## src/rtl/oob_loader.sv

```systemverilog
// Byte-stream program loader: framed bytes in, 32-bit oob memory writes out.
// Holds the processor in reset until a frame has been fully written.
module oob_loader #(
  parameter int unsigned MAX_WORDS = 65536,
  parameter logic [31:0] ADDR_MASK = 32'hFFFF_FFFC
) (
  input  logic        clk,
  input  logic        rst,
  input  logic [7:0]  in_data,
  input  logic        in_valid,
  output logic        in_ready,
  input  logic        restart,
  output logic [31:0] oob_wr_addr,
  output logic [31:0] oob_wr_data,
  output logic        oob_wen,
  output logic        proc_hold,
  output logic        done,
  output logic        err
);

  typedef enum logic [2:0] {
    S_IDLE,
    S_ADDR,
    S_COUNT,
    S_DATA,
    S_DONE,
    S_ERR
  } state_t;

  localparam logic [31:0] MAX_N = 32'(MAX_WORDS);

  state_t      state;
  state_t      state_n;
  logic [1:0]  idx;
  logic [31:0] shreg;
  logic [31:0] cur_addr;
  logic [31:0] remaining;

  logic        accept;
  logic        last;
  logic        rst_ok;
  logic [31:0] word;

  // Bytes enter at the top so four shifts leave {b3,b2,b1,b0}.
  assign word   = {in_data, shreg[31:8]};
  assign accept = in_valid && in_ready;
  assign last   = accept && (idx == 2'd3);
  assign rst_ok = restart &&
                  ((state == S_DONE) || (state == S_ERR));

  always_comb begin
    in_ready  = 1'b1;
    proc_hold = 1'b1;
    done      = 1'b0;
    err       = 1'b0;
    unique case (state)
      S_DONE: begin
        in_ready  = 1'b0;
        proc_hold = 1'b0;
        done      = 1'b1;
      end
      S_ERR: begin
        in_ready = 1'b0;
        err      = 1'b1;
      end
      default: ;
    endcase
  end

  always_comb begin
    state_n = state;
    unique case (state)
      S_IDLE: begin
        if (accept) state_n = S_ADDR;
      end
      S_ADDR: begin
        if (last) state_n = S_COUNT;
      end
      S_COUNT: begin
        if (last) begin
          if (word > MAX_N) state_n = S_ERR;
          else if (word == '0) state_n = S_DONE;
          else state_n = S_DATA;
        end
      end
      S_DATA: begin
        if (last && remaining == 32'd1)
          state_n = S_DONE;
      end
      S_DONE, S_ERR: begin
        if (restart) state_n = S_IDLE;
      end
      default: state_n = S_IDLE;
    endcase
  end

  always_ff @(posedge clk or negedge rst) begin
    if (!rst) state <= S_IDLE;
    else      state <= state_n;
  end

  always_ff @(posedge clk or negedge rst) begin
    if (!rst) begin
      idx         <= '0;
      shreg       <= '0;
      cur_addr    <= '0;
      remaining   <= '0;
      oob_wr_addr <= '0;
      oob_wr_data <= '0;
      oob_wen     <= 1'b0;
    end else begin
      oob_wen <= 1'b0;
      if (rst_ok) begin
        idx   <= '0;
        shreg <= '0;
      end else if (accept) begin
        idx   <= idx + 2'd1;
        shreg <= word;
        if (last) begin
          unique case (state)
            S_ADDR: begin
              cur_addr <= word & ADDR_MASK;
            end
            S_COUNT: begin
              remaining <= word;
            end
            S_DATA: begin
              oob_wr_addr <= cur_addr;
              oob_wr_data <= word;
              oob_wen     <= 1'b1;
              cur_addr    <= cur_addr + 32'd4;
              remaining   <= remaining - 32'd1;
            end
            default: ;
          endcase
        end
      end
    end
  end

endmodule

```

## config.mk

```make
export PLATFORM = sky130hd
export DESIGN_NAME = oob_loader
export DESIGN_NICKNAME = d
export VERILOG_FILES = /design/src/rtl/oob_loader.sv
export SDC_FILE = /design/constraint.sdc
export NUM_CORES = 1
export LEC_CHECK = 0
export CORE_UTILIZATION = 40
export DETAILED_ROUTE_END_ITERATION = 8
export PLACE_DENSITY_LB_ADDON = 0.2
export RECOVER_POWER = 100
export SLEW_MARGIN = 20
export SYNTH_ARGS = -nofsm -noshare
export SYNTH_HDL_FRONTEND = slang
export SYNTH_SLANG_ARGS = --single-unit
```

## constraint.sdc

```tcl
create_clock -name clk -period 2.1 [get_ports clk]
set_input_delay 0.42 -clock clk [delete_from_list [all_inputs] [get_ports clk]]
set_output_delay 0.42 -clock clk [all_outputs]
set_load 0.01 [all_outputs]
```

**Run 1: pin placement**

Drawn at 2 px/um. Pins as bars across the die edge, other pins in grey.
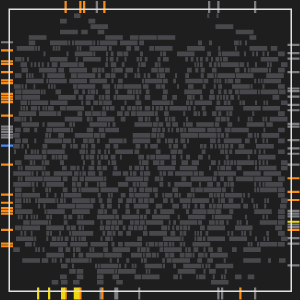
Key: orange = `oob_wr_data` [pins 32, direction output, edge 20 left, 4 top, 4 bottom, 4 right]; blue = `restart` [pins 1, direction input, edge left]; yellow = `in_data` [pins 8, direction input, edge 7 bottom, 1 right]
Buffers on Ports: 78
Die X: 140 um

**Run 1: port wiring**

Drawn at 3 px/um.
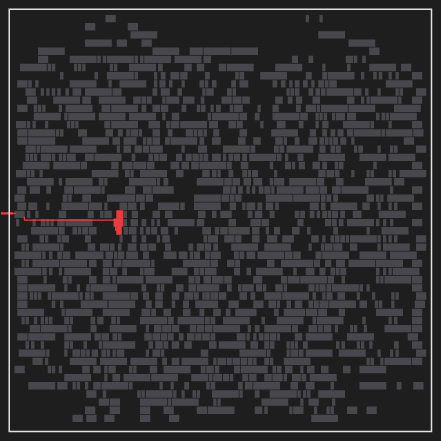
Key: red = `restart` [bits 1, direction input, end cells 3, buffers 1, wire 42.8 um]

==> flow_metrics.py, run 1 <==
# Metrics from the implementation run
metrics = {
    "run_status": {
        "status": "complete, but fails checks",
        "violations": "negative setup slack",
    },
    "setup_path": {
        "cp.required_ps": 2420,
        "startpoint_type": "register",
        "worstSetupEndpointType": "register",
        "cp_max_fo": 4,
        "crit_buf_inv": 0,
        "r2r_start": "remaining[20]",
        "crit_start": "remaining[20]",
    },
    "sta": {
        "slew_viol_final": 0,
        "rsz0062_at_grt": "yes",
        "hold_viol": 0,
        "setup_slack_ps": -159,
        "finClkSkew_ps": 10.7,
        "setup_viol": 15,
    },
    "routing": {
        "drc_errors": 0,
        "drt-initial-drc-count": 567,
    },
    "yosys": {
        "syn-cell-area_mm2": 0.00764,
        "yosys_warnings": 0,
        "syn_inst": 896,
        "topCellsByArea": "dfrtp_1 (50%), nand2_1 (13%), a21oi_1 (3.8%)",
        "synth_area_per_cell_um2": 8.53,
        "synthMostInstantiatedCell": "nand2_1",
        "top_cells_by_count": "nand2_1 (270), dfrtp_1 (154), a21oi_1 (58), clkbuf_1 (53), nor2_1 (45)",
        "ys_area_mm2": 0.00764,
        "synth_stat.cells": 896,
    },
    "min_path": {
        "min_from": "oob_wr_addr[10]",
        "hp-class": "reg -> reg",
    },
    "grt": {
        "grt_pass1_wl_um": 38600,
    },
    "die": {
        "taps": 234,
    },
    "clock_network": {
        "clock_path_buffers": 2,
        "post_cts_buffers": 4,
        "cts.clk_slew.worst_paths_ps": 60,
    },
    "placed_design": {
        "gp_congestion": 0.906,
        "pre_cts_slack_ps": -255,
        "hpwl_um": 17300,
        "place_area_mm2": 0.00957,
    },
    "finish": {
        "buffer_area_frac": 0.179,
        "reg_top3": "oob_wr_data (32), remaining (32)",
    },
}
**Run 1: sequential cells coloured by netlist name**

Drawn at 2 px/um.
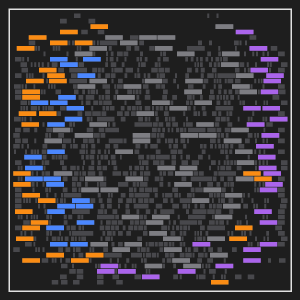
Key: purple = `oob_wr_addr` [placed flops 30]; orange = `oob_wr_data` [placed flops 32, where all over the die]; blue = `shreg` [placed flops 24]
Another 68 sequential cells are not coloured.

==> run 2: changes to the inputs <==
Settings changed: CORE_ASPECT_RATIO from default to 1.1, CORE_UTILIZATION 40 to 53, CTS_BUF_LIST from default to sky130_fd_sc_hd__clkbuf_8.
==> run 2 against run 1 <==
Compared with the run above:
- the run still ends with negative setup slack left
- global-route usage grew 7.3 points
- first-iteration DRC count is 28% higher
- largest power group unchanged
- clock-buffer cell count is 1 lower
- setup slack worse by 1.5 ps
- register-to-register slack about the same
- sequential share of layout area increased by 0.38 points
- via count is 1.9% higher
- combinational power rose by 3%
- highest routed layer unchanged
- clock power decreased by 23%
- fmax barely moved
==> flow_metrics.py, run 2 <==
# Metrics from the implementation run
metrics = {
    "yosys": {
        "top_cells_by_count": "nand2_1 (270), dfrtp_1 (154), a21oi_1 (58), clkbuf_1 (53), nor2_1 (45)",
        "yosys_warnings": 0,
        "synth_stat.cells": 896,
        "synth_area_per_cell_um2": 8.53,
        "ys_sh_mux": 0.00688,
        "aoi_share": 0.171,
        "synthMostInstantiatedCell": "nand2_1",
        "topCellsByArea": "dfrtp_1 (50%), nand2_1 (13%), a21oi_1 (3.8%)",
        "ys_area_mm2": 0.00764,
        "syn_inst": 896,
        "syn-cell-area_mm2": 0.00764,
        "synth_flops": 154,
        "synth_top_area_share": 0.504,
    },
    "sta": {
        "setup_viol": 7,
        "hold_viol": 0,
        "rsz0062_at_grt": "yes",
        "fin_setup_tns_ps": -701,
        "fmax_ghz": 0.442,
        "fin_crit_sh": 1.08,
        "setup_slack_ps": -160,
        "finClkSkew_ps": 11.1,
        "slew_viol_final": 0,
        "whs_ps": 454,
    },
    "clock_network": {
        "clock_path_buffers": 2,
        "post_cts_buffers": 8,
        "cts_resized": 16,
        "cts-hold-fix-buffers": 1,
        "cts.clk_slew.worst_paths_ps": 90,
        "clock_sinks": 154,
        "numCtsBuffers": 17,
    },
    "finish": {
        "nets": 1081,
        "buffer_area_frac": 0.185,
        "reg_top3": "oob_wr_data (32), remaining (32)",
        "largest_class": "registers",
        "combGateArea_mm2": 0.00366,
        "buffers": 213,
        "final_cell_count_no_fill": 1266,
    },
    "power": {
        "peakVddDrop_v": 0.000797,
        "power_leader": "combinational logic",
        "clk-power_mw": 2.30,
        "seqPwrFrac": 0.396,
        "swShare": 0.399,
        "p_sw_mw": 5.33,
        "p_int_mw": 8.02,
        "p_total_mw": 13.4,
        "combinationalPowerShare": 0.432,
    },
    "grt": {
        "grt_max_degree": 58,
        "antenna_found_initial": 0,
        "grt_pass1_vias": 7379,
        "grt_pass1_wl_um": 37200,
        "busiest_layer": "met2",
        "track_usage": 0.328,
        "grtUsageMet2": 0.524,
    },
    "setup_path": {
        "crit_path_end": "remaining[28]",
        "cp.required_ps": 2460,
        "r2r_start": "remaining[15]",
        "cpPeakStageDelay_ps": 590,
        "startpoint_type": "register",
        "crit_buf_inv": 0,
        "cpMostUsedCell": "or4_4",
        "worstSetupEndpointType": "register",
        "crit_start": "remaining[15]",
        "cp_max_fo": 4,
    },
    "die": {
        "io_pins": 81,
        "dieArea_mm2": 0.0149,
        "taps": 188,
        "fp.dieW_um": 116,
        "core_mm2": 0.0140,
    },
    "placed_design": {
        "place_inst": 1224,
        "gp_congestion": 0.915,
        "pre_cts_slack_ps": -233,
        "hpwl_um": 16400,
        "place_area_mm2": 0.00947,
        "port_buffers": 78,
    },
    "routing": {
        "drt-initial-drc-count": 723,
        "wirelength_um": 23400,
        "wl_met2_um": 11100,
        "first_pass_iters": 7,
        "met3WireLength_um": 1730,
        "drc_errors": 0,
    },
    "run_status": {
        "violations": "negative setup slack",
        "status": "complete, but fails checks",
    },
    "min_path": {
        "hp-class": "in -> async",
    },
    "flow_run": {
        "warning_count": 30,
    },
}
**Run 2: sequential cells coloured by netlist name**

Drawn at 2 px/um.
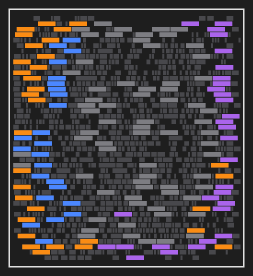
Key: blue = `shreg` [placed flops 24]; orange = `oob_wr_data` [placed flops 32, where all over the die]; purple = `oob_wr_addr` [placed flops 30]
Seq. pwr: 5.29 mW
Register Area: 0.00386 mm^2

==> run 3: changes to the inputs <==
Settings changed: CORE_MARGIN from default to 10.
==> run 3 against run 2 <==
Compared with the run above:
- global-route usage shrank 8.4 points
- critical path type unchanged
- the run still ends with negative setup slack left
- wire length grew 1.7%
- critical path depth grew 1
- cell area shrank 1.2%
- clock skew shrank 2.0 ps
==> flow_metrics.py, run 3 <==
# Metrics from the implementation run
metrics = {
    "run_status": {
        "status": "complete, but fails checks",
        "violations": "negative setup slack",
    },
    "yosys": {
        "ys_area_mm2": 0.00764,
        "syn-cell-area_mm2": 0.00764,
        "synth_area_per_cell_um2": 8.53,
        "synth_stat.cells": 896,
        "top_cells_by_count": "nand2_1 (270), dfrtp_1 (154), a21oi_1 (58), clkbuf_1 (53), nor2_1 (45)",
        "topCellsByArea": "dfrtp_1 (50%), nand2_1 (13%), a21oi_1 (3.8%)",
        "ys_sh_mux": 0.00688,
    },
    "grt": {
        "antenna_found_initial": 0,
        "track_usage": 0.244,
        "grtUsageMet2": 0.373,
        "busiest_layer": "met2",
    },
    "finish": {
        "largest_class": "registers",
        "nets": 1080,
        "register_area_mm2": 0.00386,
        "buffer_area_frac": 0.179,
    },
    "routing": {
        "wl_met2_um": 11200,
        "drc_errors": 0,
        "wirelength_um": 23800,
    },
    "die": {
        "taps": 188,
        "dieArea_mm2": 0.0196,
    },
    "clock_network": {
        "clock_sinks": 154,
        "post_cts_buffers": 2,
        "cts.clk_slew.worst_paths_ps": 80,
        "cts-hold-fix-buffers": 1,
    },
    "setup_path": {
        "worstSetupEndpointType": "register",
        "r2r_start": "remaining[21]",
        "crit_path_end": "state[0]",
        "crit_start": "remaining[21]",
    },
    "sta": {
        "rsz0062_at_grt": "yes",
        "setup_viol": 11,
        "whs_ps": 469,
        "finClkSkew_ps": 9.14,
        "fmax_ghz": 0.449,
        "setup_slack_ps": -128,
        "fin_setup_tns_ps": -613,
    },
    "power": {
        "combinationalPowerShare": 0.426,
        "p_int_mw": 7.82,
        "p_sw_mw": 5.24,
        "seqPwrFrac": 0.404,
        "clk-power_mw": 2.22,
    },
    "placed_design": {
        "hpwl_um": 17000,
    },
}
**Run 3: port wiring**

Drawn at 2 px/um.
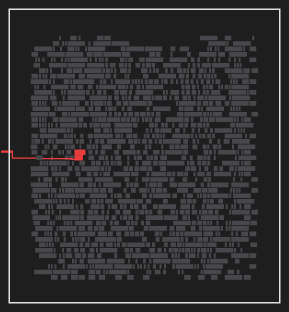
Key: red = `restart` [bits 1, direction input, end cells 3, buffers 1, wire 40.5 um]
Ports: 81


## Gallery

Metal layers overlaid.
image #1
Drawn at 3 px/um.
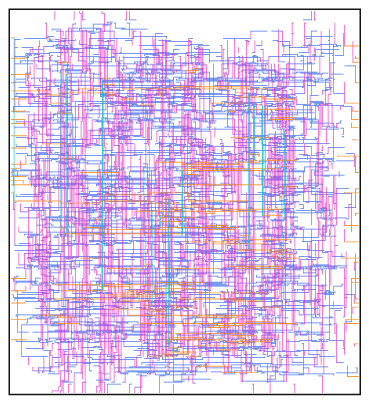
image #2
Drawn at 2 px/um.
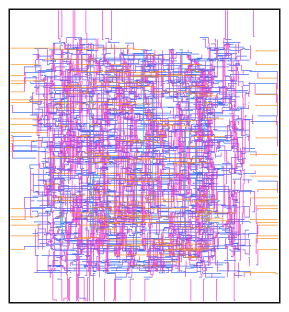
image #3
Drawn at 3 px/um.
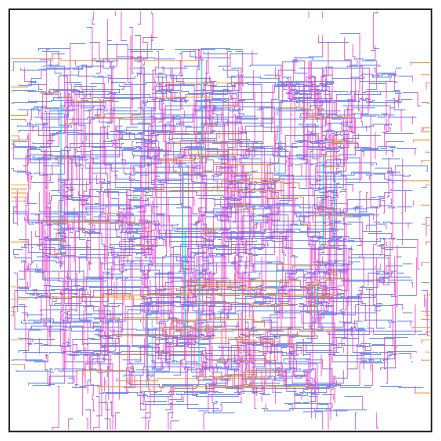
- run 1 = image #3
- run 2 = image #1
- run 3 = image #2

No activity file was given, so power comes from the tool's default toggle rates.
